File: src/rtl/reorder_buf.sv
// -----------------------------------------------------------------------------
// reorder_buf
//   Circular reorder buffer for an out-of-order core. Instructions are issued
//   in program order at the tail, receive results out of order from the common
//   data bus (CDB), and retire in order from the head. A committing branch whose
//   actual direction differs from its prediction flushes the whole buffer and
//   raises clear_flag for one cycle together with the redirect PC.
//
// Ports
//   clk_in, rst_in            clock, synchronous active-high reset
//   rdy_in                    global enable; low freezes every register
//   issue_*                   decoder offer: rd, branch flag, prediction, alt PC
//   full                      issue not accepted this cycle
//   issue_rob_id              slot the offered instruction would take (tail)
//   new_reg_id / new_ROB_id   rename notification to the register file
//   cdb_*                     result broadcast (slot, value, branch outcome)
//   write_reg_id/_ROB_id/_val commit port to the register file
//   rs1_* / rs2_*             combinational operand lookup with CDB bypass
//   clear_flag, redirect_pc   one-cycle pipeline flush and fetch target
// -----------------------------------------------------------------------------
`ifndef ROB_WIDTH_BIT
`define ROB_WIDTH_BIT 3
`endif

module reorder_buf #(
  parameter int ROB_WIDTH_BIT = `ROB_WIDTH_BIT
) (
  input  logic                     clk_in,
  input  logic                     rst_in,
  input  logic                     rdy_in,
  input  logic                     issue_valid,
  input  logic [4:0]               issue_rd,
  input  logic                     issue_is_branch,
  input  logic                     issue_pred_taken,
  input  logic [31:0]              issue_alt_pc,
  output logic                     full,
  output logic [ROB_WIDTH_BIT-1:0] issue_rob_id,
  output logic [4:0]               new_reg_id,
  output logic [ROB_WIDTH_BIT-1:0] new_ROB_id,
  input  logic                     cdb_valid,
  input  logic [ROB_WIDTH_BIT-1:0] cdb_rob_id,
  input  logic [31:0]              cdb_val,
  input  logic                     cdb_taken,
  output logic [4:0]               write_reg_id,
  output logic [ROB_WIDTH_BIT-1:0] write_ROB_id,
  output logic [31:0]              write_val,
  input  logic [ROB_WIDTH_BIT-1:0] rs1_id,
  input  logic [ROB_WIDTH_BIT-1:0] rs2_id,
  output logic                     rs1_ready,
  output logic                     rs2_ready,
  output logic [31:0]              rs1_val,
  output logic [31:0]              rs2_val,
  output logic                     clear_flag,
  output logic [31:0]              redirect_pc
);

  localparam int W     = ROB_WIDTH_BIT;
  localparam int DEPTH = 1 << W;
  localparam int CW    = W + 1;  // count must represent DEPTH itself
  localparam logic [CW-1:0] FULL_COUNT = CW'(DEPTH);

  // Control state (reset)
  logic [W-1:0]     head_q;
  logic [W-1:0]     tail_q;
  logic [CW-1:0]    count_q;
  logic [DEPTH-1:0] busy_q;
  logic [DEPTH-1:0] ready_q;
  logic             clear_q;
  logic [31:0]      redirect_q;

  // Entry payload (not reset; only meaningful while the slot is busy)
  logic [4:0]       rd_q       [DEPTH];
  logic [31:0]      value_q    [DEPTH];
  logic             br_q       [DEPTH];
  logic             pred_q     [DEPTH];
  logic             taken_q    [DEPTH];
  logic [31:0]      alt_q      [DEPTH];

  logic accept;
  logic commit;
  logic mispredict;
  logic cdb_hit;

  // clear_flag and rdy_in=0 both make the buffer look full, so a single
  // term gates issue for stalls, flush cycles and real capacity.
  assign full       = (count_q == FULL_COUNT) || clear_q || !rdy_in;
  assign accept     = issue_valid && !full;
  // Commit looks only at stored ready: a result arriving on the CDB this
  // cycle retires on the next one.
  assign commit     = rdy_in && !clear_q && busy_q[head_q] && ready_q[head_q];
  assign mispredict = commit && br_q[head_q] && (taken_q[head_q] != pred_q[head_q]);
  // Broadcasts for freed slots are stale (e.g. from flushed work) and dropped.
  assign cdb_hit    = rdy_in && !clear_q && cdb_valid && busy_q[cdb_rob_id];

  // ---------------------------------------------------------------------------
  // Control registers
  // ---------------------------------------------------------------------------
  // NOTE: sequential state uses non-blocking assignments so every register
  // samples the pre-edge values regardless of statement order.
  always_ff @(posedge clk_in) begin
    if (rst_in) begin
      head_q     <= '0;
      tail_q     <= '0;
      count_q    <= '0;
      busy_q     <= '0;
      ready_q    <= '0;
      clear_q    <= 1'b0;
      redirect_q <= '0;
    end else if (rdy_in) begin
      clear_q <= mispredict;
      if (mispredict) begin
        // Flush wins over any same-cycle issue or CDB update.
        redirect_q <= alt_q[head_q];
        head_q     <= '0;
        tail_q     <= '0;
        count_q    <= '0;
        busy_q     <= '0;
        ready_q    <= '0;
      end else begin
        if (cdb_hit) begin
          ready_q[cdb_rob_id] <= 1'b1;
        end
        // Issue and commit never target the same slot: issue needs
        // count<DEPTH, commit needs a busy head, and head==tail then means
        // the buffer is empty.
        if (accept) begin
          busy_q[tail_q]  <= 1'b1;
          ready_q[tail_q] <= 1'b0;
          tail_q          <= tail_q + W'(1);
        end
        if (commit) begin
          busy_q[head_q]  <= 1'b0;
          ready_q[head_q] <= 1'b0;
          head_q          <= head_q + W'(1);
        end
        count_q <= count_q + CW'(accept) - CW'(commit);
      end
    end
  end

  // ---------------------------------------------------------------------------
  // Entry payload storage
  // ---------------------------------------------------------------------------
  // NOTE: the payload array has no reset; busy/ready qualify every read, so
  // clearing the data would only add reset fan-out to a RAM-like structure.
  always_ff @(posedge clk_in) begin
    if (rdy_in) begin
      if (cdb_hit) begin
        value_q[cdb_rob_id] <= cdb_val;
        taken_q[cdb_rob_id] <= cdb_taken;
      end
      if (accept) begin
        rd_q[tail_q]   <= issue_rd;
        br_q[tail_q]   <= issue_is_branch;
        pred_q[tail_q] <= issue_pred_taken;
        alt_q[tail_q]  <= issue_alt_pc;
      end
    end
  end

  // ---------------------------------------------------------------------------
  // Operand lookup with CDB bypass
  // ---------------------------------------------------------------------------
  // NOTE: every always_comb output is given a default first so no path can
  // leave it unassigned and infer a latch.
  always_comb begin
    rs1_ready = ready_q[rs1_id];
    rs1_val   = value_q[rs1_id];
    rs2_ready = ready_q[rs2_id];
    rs2_val   = value_q[rs2_id];
    if (cdb_valid && (cdb_rob_id == rs1_id)) begin
      rs1_ready = 1'b1;
      rs1_val   = cdb_val;
    end
    if (cdb_valid && (cdb_rob_id == rs2_id)) begin
      rs2_ready = 1'b1;
      rs2_val   = cdb_val;
    end
  end

  // ---------------------------------------------------------------------------
  // Outputs
  // ---------------------------------------------------------------------------
  assign issue_rob_id = tail_q;
  assign new_reg_id   = accept ? issue_rd : 5'd0;
  assign new_ROB_id   = tail_q;
  assign write_reg_id = commit ? rd_q[head_q] : 5'd0;
  assign write_ROB_id = head_q;
  assign write_val    = value_q[head_q];
  assign clear_flag   = clear_q;
  assign redirect_pc  = redirect_q;

endmodule

File: config.mk
export PLATFORM = sky130hd
export DESIGN_NAME = reorder_buf
export DESIGN_NICKNAME = d
export VERILOG_FILES = /design/src/rtl/reorder_buf.sv
export SDC_FILE = /design/constraint.sdc
export NUM_CORES = 1
export LEC_CHECK = 0
export CORE_MARGIN = 1.5
export CORE_UTILIZATION = 55
export DETAILED_ROUTE_END_ITERATION = 12
export PLACE_DENSITY = 0.76
export SETUP_SLACK_MARGIN = 0.15
export SLEW_MARGIN = 20
export SYNTH_ARGS = -nofsm -noshare
export SYNTH_HDL_FRONTEND = slang
export SYNTH_SLANG_ARGS = --single-unit
File: constraint.sdc
create_clock -name clk_in -period 13.3 [get_ports clk_in]
set_input_delay 2.66 -clock clk_in [delete_from_list [all_inputs] [get_ports clk_in]]
set_output_delay 2.66 -clock clk_in [all_outputs]
set_load 0.05 [all_outputs]
==> results.txt <==
Implementation results are summarized by area below.

Outcome
The flow ran to the end, and the final reports show no timing, DRC or antenna violations.

Yosys
During synthesis, Yosys emitted a total of 0 warnings. The dominant synthesized flop cell is edfxtp_1. Among the non-sequential cells, multiplexers take the most area. The average footprint of a synthesized cell is 17.4 um2. The total cells reported by yosys after synthesis is 1671. The synthesized netlist devotes 5.78% of its cell area to compound gates.

Of all flip-flops after synthesis, the portion carrying an async set or reset was 0%. Before any placement, the netlist area is recorded as 29100 um2. The multiplexer share of the synthesized area is 24.4%. The simple logic cell fraction of the synthesized area is 3.26%.

The chip area line in the Yosys stat output reads 29100 um2. By count the netlist is led by 576 x edfxtp_1, 233 x mux4_2, 112 x nor2_1. The portion of synthesized cell area occupied by the leading cell type is 59.4%. The cell taking the most area after synthesis is edfxtp_1.

The number of nets at floorplan is 1765. The adder and majority gate portion of the synthesized area is 0.369%. By area the synthesized netlist is led by edfxtp_1 59%, mux4_2 18%, dfxtp_1 4.3%, mux2i_1 3.7%, mux2_2 2.5%. The instance count of the mapped netlist is 1671. The synthesized design contains 638 register bits. The number of distinct library cells after synthesis is 64. In the Yosys report, the sequential cells make up 63.6% of the chip area. The most frequent cell after synthesis is edfxtp_1.

Timing
The tightest hold margin is 0.486 ns. For the pin with the worst max-slew slack, the measured transition is 1.08 ns. The final setup TNS is 0 ns. The setup slack after layout is 4.80 ns. The share of the cycle needed by the critical path after routing is 63.9%. The final timing report derives a shortest allowable period of 8.50 ns. The final-report max-slew violation count is 0. Setup repair after global routing left no endpoint under its margin.

Setup path
The number of cells on the worst reg-to-reg path is 15. The nature of the critical path endpoint is an output pin. For the worst setup path, the data required time is 10.64 ns. Per STA, the startpoint of the critical path is rdy_in.

Of all nets on the critical path, the largest fanout is 33. All stages included, the depth of the critical timing path comes to 8. The worst stage delay on the critical path is 0.82 ns. The worst setup path is of the in2out kind. The critical path's top delay family is buffers and inverters. The worst flop-to-flop path endpoint is count_q[3]$_SDFFE_PP0P_.

Listed in order, past its start point the critical path passes clkdlybuf4s50_1, nor2b_1, o21a_1, o211a_1, buf_4, nand3_1, nor2_1, clkdlybuf4s50_1. The worst setup path is launched from an input port.

Final layout
The top cell class by occupied area is registers. The most common cell after layout, fill and taps aside is edfxtp_1. In the final layout, excluding clock inverters the inverter count is 12. Per the layout area report, the combinational gate area comes to 10100 um2. For this run, the number of standard cells in the final layout without fillers is 2625. The relative area of clock buffers and inverters in the final design is 6.18%. The registers reported with the highest flop counts are alt_q: 256 flops, value_q: 256 flops, rd_q: 40 flops.

The synthesis-to-finish area growth is 17.8%. The clock buffer count in the final layout is 80. The number of fill cells in the layout is 3532.

Ranking logic cells in the layout by count gives the top entries 576 x edfxtp_1, 233 x mux4_2, 230 x clkdlybuf4s50_1, 109 x mux2i_1, 108 x nor2_1. The fraction of cell area in non-clock buffers is 7.77%. For this run, the script counts the antenna cells in the layout as 2. The share of final-layout standard cells stronger than drive strength 1 is 24.5%. Once layout is done, the placed cells without fillers occupy 34300 um2. The number of multi-input combinational cells in the layout is 886. The flip-flop and latch count is 638.

Floorplanning
The overall die width is 233 um. According to the floorplan report, the total die area is 54300 um2. Once the floorplan was initialized, standard cells occupied 55.5% of the core. The number of primary I/O pins is 237. The well-tap cell count is 688. The core area is 52400 um2.

Pwr
The switching power share of the total is 22.3%. Per report_power, the combinational group accounts for 7.9% of the total. The analysis attributes to net switching a power of 975 uW. For this design the static power due to leakage is 10.9 nW. The completed layout was analyzed and its total power is 4.37 mW. The sequential power share is 50.5%. The power dissipated in the clock network is 1.81 mW. The flow reported a cell area power density of 127 nW/um2. The peak supply drop is 0.126 mV. The portion of total power attributed to the clock network is 41.6%.

Global route
The number of antenna violations at the first check in global routing is 9. In this run the most used layer during global routing was met2. The number of global-route vias before repair came to 17900.

The maximum number of pins on one net before global-route repair is 65. The global route stage reports its total congestion overflow as 0. The first global-routing pass estimated 110000 um of wire. Routing resource usage on met1 recorded by global route was 36.4%.

Min path
The launch point of the worst min-delay path is recorded as redirect_pc[3]$_SDFFE_PP0P_. The classification of the worst-slack hold path is reg2reg. The end of the worst hold path is redirect_pc[3]$_SDFFE_PP0P_.

Drt
For this block, the initial DRC count from the detailed router was 1531. The first-pass iteration count of the detailed router is 5. In the routed layout, each cell is associated on average with a via count of 6.62. Per the detail_route log, met2 wirelength is 36500 um. The highest metal layer with signal wires is met5. The residual DRC count is 0.

The detailed-routing wirelength on met1 is 27700 um.

Flow run
The max-capacitance violation count is 0.

Placement
The count of buffers from port buffering is 236. The post-placement worst setup slack is 4.88 ns. Per the gpl log, the routability congestion estimate is 0.821. The estimated wirelength of the detail-placed design is 42600 um. The instance count after placement with tap cells included is 2504.

CTS
TritonCTS built the clock tree. On the worst setup and hold paths after CTS, the clock-pin slew comes to 0.06 ns. For the worst-skew pair, the clock arrives at the later sink with an insertion delay of 0.61 ns. Clock tree synthesis inserted a total of 66 buffers.

The number of H-tree branching levels is 3. The post-cts sizing count is 0. The clock sink count is 638. Looking at the clock tree report, the root buffer type is clkbuf_16. After clock tree synthesis, the setup repair step added 0 buffers.
==> images/flops_by_reg.png <==
Other sequential cells in the stronger gray, the rest of the logic in the fainter gray.
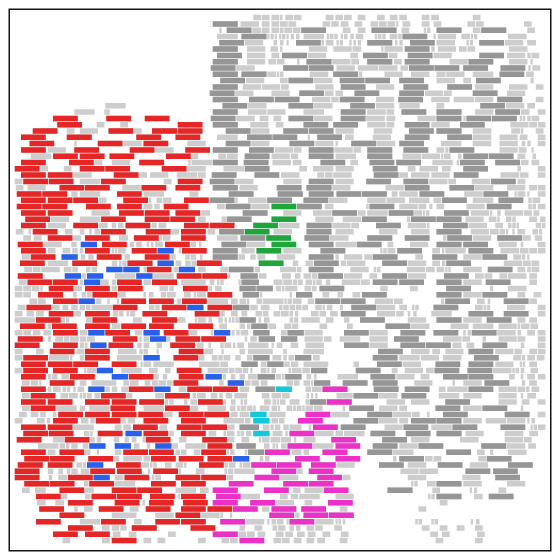
color	signal	sequential cells
red	`alt_q`	256
blue	`redirect_pc`	32
green	`taken_q`	8
magenta	`rd_q`	40
cyan	`count_q`	4
not colored	298
register fraction of the total cell area: 54.1%
FF/Latch Area: 18600 um2
Sequential Power: 2.21 mW
final core utilization: 65.4%

==> images/layer_met2.png <==
Cells faint in the background.
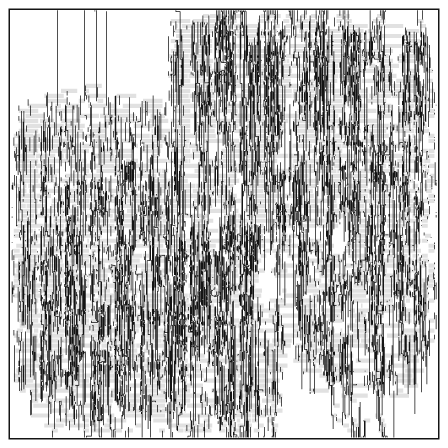
longest straight run	68.7 um
main direction	vertical
share of all routed wire	50%
met2 usage: 45.4%
via count: 17400

==> images/congestion.png <==
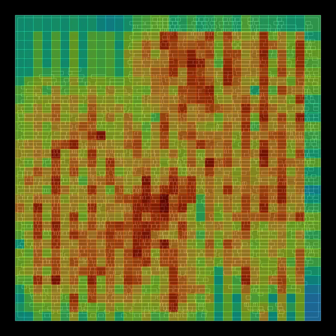
grt met3 use: 5.74%
GR Util All Layers: 27.4%
Routed wire per std cell: 27.7 um

==> images/layer_met3.png <==
The bar under the picture is 50 um long.
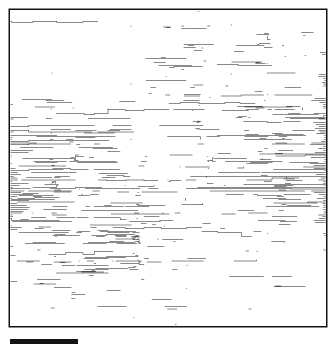
longest straight run	94.5 um
main direction	horizontal
final WL: 72600 um

Power is estimated from default activity; no workload was simulated.
